===== src/rtl/kpg_pkg.sv =====
// Shared definitions for the KPG adder pipeline.
//   kpg_t    : 2-bit kill/propagate/generate code for one bit position.
//   KPG_*    : the three legal codes; 2'b10 is never produced.
//   W        : operand width, fixed to the carry network width.
package kpg_pkg;

    localparam int W = 64;

    typedef logic [1:0] kpg_t;

    localparam kpg_t KPG_KILL = 2'b00;
    localparam kpg_t KPG_PROP = 2'b01;
    localparam kpg_t KPG_GEN  = 2'b11;

endpackage


===== src/rtl/kpg_adder_pipe_if.sv =====
// Bundle of all non-clock signals of kpg_adder_pipe.
//   Input beat  : in_valid, in_ready, a, b, cin, sub
//   Carry loop  : kpg_o, cin_o (to network), carry_i (from network)
//   Result beat : out_valid, out_ready, sum, cout, ovf, zero
// Modports:
//   slave  - the adder pipeline itself
//   master - the environment (producer, consumer and carry network)
interface kpg_adder_pipe_if;
    import kpg_pkg::*;

    logic              in_valid;
    logic              in_ready;
    logic [W-1:0]      a;
    logic [W-1:0]      b;
    logic              cin;
    logic              sub;

    kpg_t [W-1:0]      kpg_o;
    logic              cin_o;
    logic [W:0]        carry_i;

    logic              out_valid;
    logic              out_ready;
    logic [W-1:0]      sum;
    logic              cout;
    logic              ovf;
    logic              zero;

    modport slave (
        input  in_valid, a, b, cin, sub, carry_i, out_ready,
        output in_ready, kpg_o, cin_o, out_valid, sum, cout, ovf, zero
    );

    modport master (
        output in_valid, a, b, cin, sub, carry_i, out_ready,
        input  in_ready, kpg_o, cin_o, out_valid, sum, cout, ovf, zero
    );

endinterface


===== src/rtl/kpg_encode.sv =====
// Combinational KPG encoder.
//   a, b    : operands
//   sub     : 1 inverts b before encoding (subtract)
//   kpg     : per-bit kill/propagate/generate codes of a and b'
//   p       : per-bit half-sum a ^ b'
//   b_sign  : sign bit of b'
module kpg_encode
    import kpg_pkg::*;
(
    input  logic [W-1:0] a,
    input  logic [W-1:0] b,
    input  logic         sub,
    output kpg_t [W-1:0] kpg,
    output logic [W-1:0] p,
    output logic         b_sign
);

    logic [W-1:0] b_eff;

    assign b_eff  = b ^ {W{sub}};
    assign p      = a ^ b_eff;
    assign b_sign = b_eff[W-1];

    // NOTE: every output of a combinational block gets a default before any
    // conditional assignment, otherwise synthesis infers a latch.
    always_comb begin
        kpg = '0;
        for (int i = 0; i < W; i++) begin
            if (a[i] & b_eff[i])
                kpg[i] = KPG_GEN;
            else if (a[i] | b_eff[i])
                kpg[i] = KPG_PROP;
            else
                kpg[i] = KPG_KILL;
        end
    end

endmodule


===== src/rtl/kpg_adder_pipe.sv =====
// Two-stage pipelined 64-bit add/subtract around an external parallel-prefix
// carry network.
//   clk  : rising-edge clock
//   rst  : asynchronous active-high reset
//   bus  : kpg_adder_pipe_if.slave
//          stage 1 registers the KPG codes and carry-in presented to the
//          network (kpg_o, cin_o); stage 2 captures carry_i and forms
//          sum, cout, ovf and zero. Valid/ready on both ends, one op/cycle.
module kpg_adder_pipe
    import kpg_pkg::*;
(
    input  logic               clk,
    input  logic               rst,
    kpg_adder_pipe_if.slave    bus
);

    kpg_t [W-1:0] enc_kpg;
    logic [W-1:0] enc_p;
    logic         enc_b_sign;

    logic         s1_valid;
    logic         s2_valid;
    logic [W-1:0] p_q;
    logic         a_sign;
    logic         b_sign;

    logic         s1_load;
    logic         s2_load;
    logic [W-1:0] sum_next;

    kpg_encode u_encode (
        .a      (bus.a),
        .b      (bus.b),
        .sub    (bus.sub),
        .kpg    (enc_kpg),
        .p      (enc_p),
        .b_sign (enc_b_sign)
    );

    // s1 may accept whenever it is empty or is about to move into s2.
    assign s2_load      = s1_valid && (!s2_valid || bus.out_ready);
    assign bus.in_ready = !s1_valid || !s2_valid || bus.out_ready;
    assign s1_load      = bus.in_ready && bus.in_valid;

    // The network answers within the same cycle kpg_o is presented.
    assign sum_next = p_q ^ bus.carry_i[W-1:0];

    // NOTE: sequential state uses non-blocking assignments so every register
    // samples pre-edge values, independent of statement order.
    // NOTE: all pipeline registers, data included, take the async reset so
    // kpg_o and the result flags come up at defined values.
    always_ff @(posedge clk or posedge rst) begin
        if (rst) begin
            s1_valid  <= 1'b0;
            bus.kpg_o <= '0;
            bus.cin_o <= 1'b0;
            p_q       <= '0;
            a_sign    <= 1'b0;
            b_sign    <= 1'b0;
        end else if (s1_load) begin
            s1_valid  <= 1'b1;
            bus.kpg_o <= enc_kpg;
            bus.cin_o <= bus.sub | bus.cin;
            p_q       <= enc_p;
            a_sign    <= bus.a[W-1];
            b_sign    <= enc_b_sign;
        end else if (s2_load) begin
            s1_valid  <= 1'b0;
        end
    end

    always_ff @(posedge clk or posedge rst) begin
        if (rst) begin
            s2_valid <= 1'b0;
            bus.sum  <= '0;
            bus.cout <= 1'b0;
            bus.ovf  <= 1'b0;
            bus.zero <= 1'b0;
        end else if (s2_load) begin
            s2_valid <= 1'b1;
            bus.sum  <= sum_next;
            bus.cout <= bus.carry_i[W];
            bus.ovf  <= bus.carry_i[W] ^ bus.carry_i[W-1];
            bus.zero <= ~|sum_next;
        end else if (bus.out_ready) begin
            s2_valid <= 1'b0;
        end
    end

    assign bus.out_valid = s2_valid;

    // Carry-based overflow must agree with the sign-based definition; a
    // disagreement means the external network returned inconsistent carries.
    ovf_matches_signs: assert property (@(posedge clk) disable iff (rst)
        s2_load |-> ((bus.carry_i[W] ^ bus.carry_i[W-1]) ==
                     ((a_sign == b_sign) && (sum_next[W-1] != a_sign))));

endmodule

===== src/flat_wrapper.sv =====
// flat-port wrapper written by rule: the top's interface ports become plain ports
module kpg_adder_pipe_flat import kpg_pkg::*;
  (clk, rst, bus_in_valid, bus_a, bus_b, bus_cin, bus_sub, bus_carry_i, bus_out_ready, bus_in_ready, bus_kpg_o, bus_cin_o, bus_out_valid, bus_sum, bus_cout, bus_ovf, bus_zero);
  kpg_adder_pipe_if bus_i ();
  input  logic clk;
  input  logic rst;
  input wire logic [$bits(bus_i.in_valid)-1:0] bus_in_valid;
  input wire logic [$bits(bus_i.a)-1:0] bus_a;
  input wire logic [$bits(bus_i.b)-1:0] bus_b;
  input wire logic [$bits(bus_i.cin)-1:0] bus_cin;
  input wire logic [$bits(bus_i.sub)-1:0] bus_sub;
  input wire logic [$bits(bus_i.carry_i)-1:0] bus_carry_i;
  input wire logic [$bits(bus_i.out_ready)-1:0] bus_out_ready;
  output wire logic [$bits(bus_i.in_ready)-1:0] bus_in_ready;
  output wire logic [$bits(bus_i.kpg_o)-1:0] bus_kpg_o;
  output wire logic [$bits(bus_i.cin_o)-1:0] bus_cin_o;
  output wire logic [$bits(bus_i.out_valid)-1:0] bus_out_valid;
  output wire logic [$bits(bus_i.sum)-1:0] bus_sum;
  output wire logic [$bits(bus_i.cout)-1:0] bus_cout;
  output wire logic [$bits(bus_i.ovf)-1:0] bus_ovf;
  output wire logic [$bits(bus_i.zero)-1:0] bus_zero;
  assign bus_i.in_valid = bus_in_valid;
  assign bus_i.a = bus_a;
  assign bus_i.b = bus_b;
  assign bus_i.cin = bus_cin;
  assign bus_i.sub = bus_sub;
  assign bus_i.carry_i = bus_carry_i;
  assign bus_i.out_ready = bus_out_ready;
  assign bus_in_ready = bus_i.in_ready;
  assign bus_kpg_o = bus_i.kpg_o;
  assign bus_cin_o = bus_i.cin_o;
  assign bus_out_valid = bus_i.out_valid;
  assign bus_sum = bus_i.sum;
  assign bus_cout = bus_i.cout;
  assign bus_ovf = bus_i.ovf;
  assign bus_zero = bus_i.zero;
  kpg_adder_pipe u_core (.clk(clk), .rst(rst), .bus(bus_i));
endmodule

===== config.mk =====
export PLATFORM = sky130hd
export DESIGN_NAME = kpg_adder_pipe_flat
export DESIGN_NICKNAME = d
export VERILOG_FILES = /design/src/rtl/kpg_pkg.sv /design/src/rtl/kpg_adder_pipe_if.sv /design/src/rtl/kpg_encode.sv /design/src/rtl/kpg_adder_pipe.sv /design/src/flat_wrapper.sv
export SDC_FILE = /design/constraint.sdc
export NUM_CORES = 1
export LEC_CHECK = 0
export CELL_PAD_IN_SITES_DETAIL_PLACEMENT = 2
export CELL_PAD_IN_SITES_GLOBAL_PLACEMENT = 2
export CORE_MARGIN = 3
export CORE_UTILIZATION = 30
export DETAILED_ROUTE_END_ITERATION = 12
export PLACE_DENSITY_LB_ADDON = 0.1
export SLEW_MARGIN = 10
export SYNTH_ARGS = -nofsm -noshare
export SYNTH_HDL_FRONTEND = slang
export SYNTH_SLANG_ARGS = --single-unit

===== constraint.sdc =====
create_clock -name clk -period 11.2 [get_ports clk]
set_input_delay 3.36 -clock clk [delete_from_list [all_inputs] [get_ports clk]]
set_output_delay 3.36 -clock clk [all_outputs]
set_load 0.05 [all_outputs]

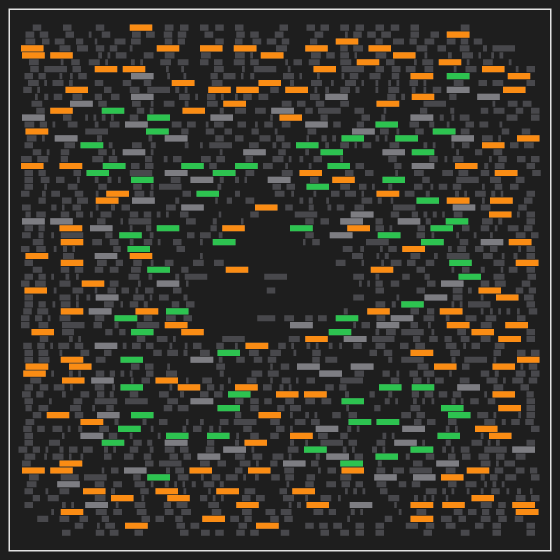
flops_by_reg.png
Other sequential cells in the stronger gray, the rest of the logic in the fainter gray.
green -> `u_core.bus.sum`  # sequential cells 64
orange -> `u_core.bus.kpg_o`  # sequential cells 128, where all over the die

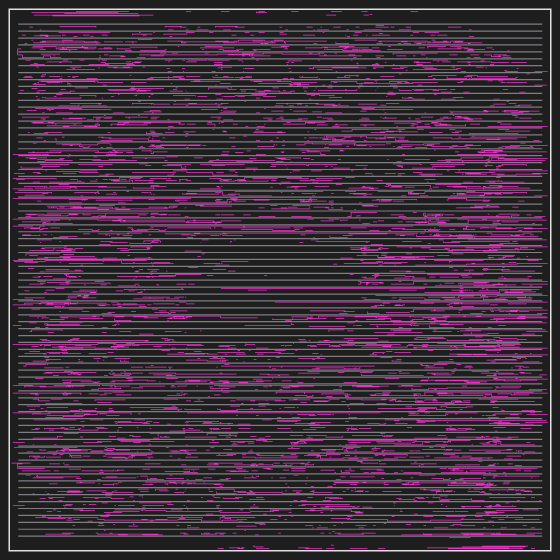
layer_met1.png
Supply wires on this layer in gray.
nets with wire on the layer = 1596
longest straight run = 107 um
wire length on this layer = 16400 um
share of all routed wire = 40%

==> impl_metrics.tcl <==
# implementation run metrics
set metrics [dict create \
    status "finished clean" \
    dp.cells 1999 \
    worst_path_max_delay_cell "clkdlybuf4s50_1" \
    routed.top_layer "met5" \
    timing.final.ws_setup_ns 2.97 \
    rsz0062_at_grt "false" \
    reg2reg_slack_ns 8.50 \
    topCombFamilyByArea "adder cells" \
    cp_max_fo 3 \
    path_class "input port to primary output" \
    grt_first_pass_wirelength_um 62600 \
    cts_sinks 262 \
    path_delay_family "buffers and inverters" \
    nMultiInputCombCells 676 \
    routed_wl_um 41300 \
    area_growth_syn_to_layout_pct 43.5 \
    avgViaCountPerCell 4.53 \
    std_cell_rows 74 \
    max_slew_margin 0.311 \
    cts_resized 0 \
    grt_use_met1 0.212 \
    edf_count 0 \
    path_cells "clkdlybuf4s50_1 -> nand3b_1 -> clkdlybuf4s50_1" \
    worstSetupEndpoint "bus_in_ready" \
    maxPowerGroup "combinational logic" \
    skew_ns 0.0116 \
    place_ws_ns 2.97 \
    port_buffers 396 \
    synth-adder-area-share 0.125 \
    clockRootBuffer "clkbuf_16" \
    clkPwrFrac 0.285 \
    end_kind "primary output" \
    maxSlewViolCount 0 \
    core_um2 41500 \
    final_core_util 0.442 \
    met3_usage 0.0732 \
    common_cells "dfrtp_1, nand2_1, o21ai_0, inv_1, mux2_2" \
    fin_cells 2058 \
    r2r-start "u_core.s1_valid" \
    period_needed_ns 8.23 \
    powerSeq_mw 1.26 \
    cts_max_path_buffers 3 \
    num_vias 9329 \
    swShare 0.382 \
    final.period_utilization 0.735 \
    synth_seq_share 0.513 \
    min-delay-start "u_core.bus.kpg_o[48]" \
    p_sw_mw 1.40 \
    p_total_mw 3.67 \
    dpl-instance-area_um2 17300 \
    numCtsBuffers 35 \
    chip_area_um2 45100 \
    synth.avg_cell_area_um2 11.4 \
    clk_pin_slew_worst_paths_ns 0.05 \
    top_regs "u_core.bus.kpg_o: 128 flops, u_core.bus.sum: 64 flops, u_core.p_q: 64 flops" \
    synthCells 1116 \
    seq_share 0.358 \
    yosys_area_um2 12800 \
    worstSetupPathDepth 3 \
    largest_cell_class "registers" \
    largest_reg_flops 128 \
    n_all_buffers 400 \
    r2r-end "u_core.p_q[25]" \
    ant_nets 0 \
    netlist_area_um2 12800 \
    internal_power_mw 2.27 \
    place.gp.congestion 0.717 \
    inv_count 129 \
    setup_tns_ns 0 \
    design_area_um2 18300 \
    ys_async_sr_fraction 1.00 \
    synth-main-ff-cell "dfrtp_1" \
    mostFrequentLayoutCells "clkdlybuf4s50_1, dfrtp_1, nand2_1, o21ai_0, mux2_2" \
]
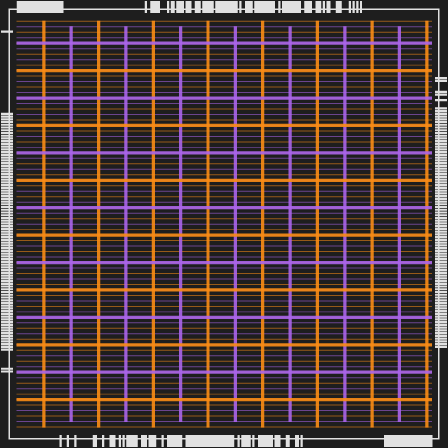
power_grid.png
Pins as bars on the die edge.
orange -> VSS
purple -> VDD
met4 straps = 15
met5 straps = 14

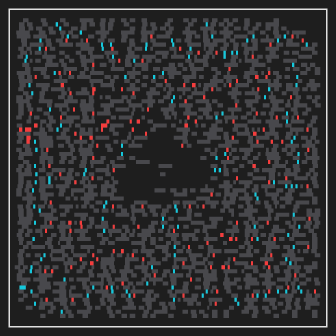
logic_types.png
red -> nand cells  # cells 153, most used nand2_1, where all over the die
cyan -> inv cells  # cells 129, most used inv_1, where all over the die

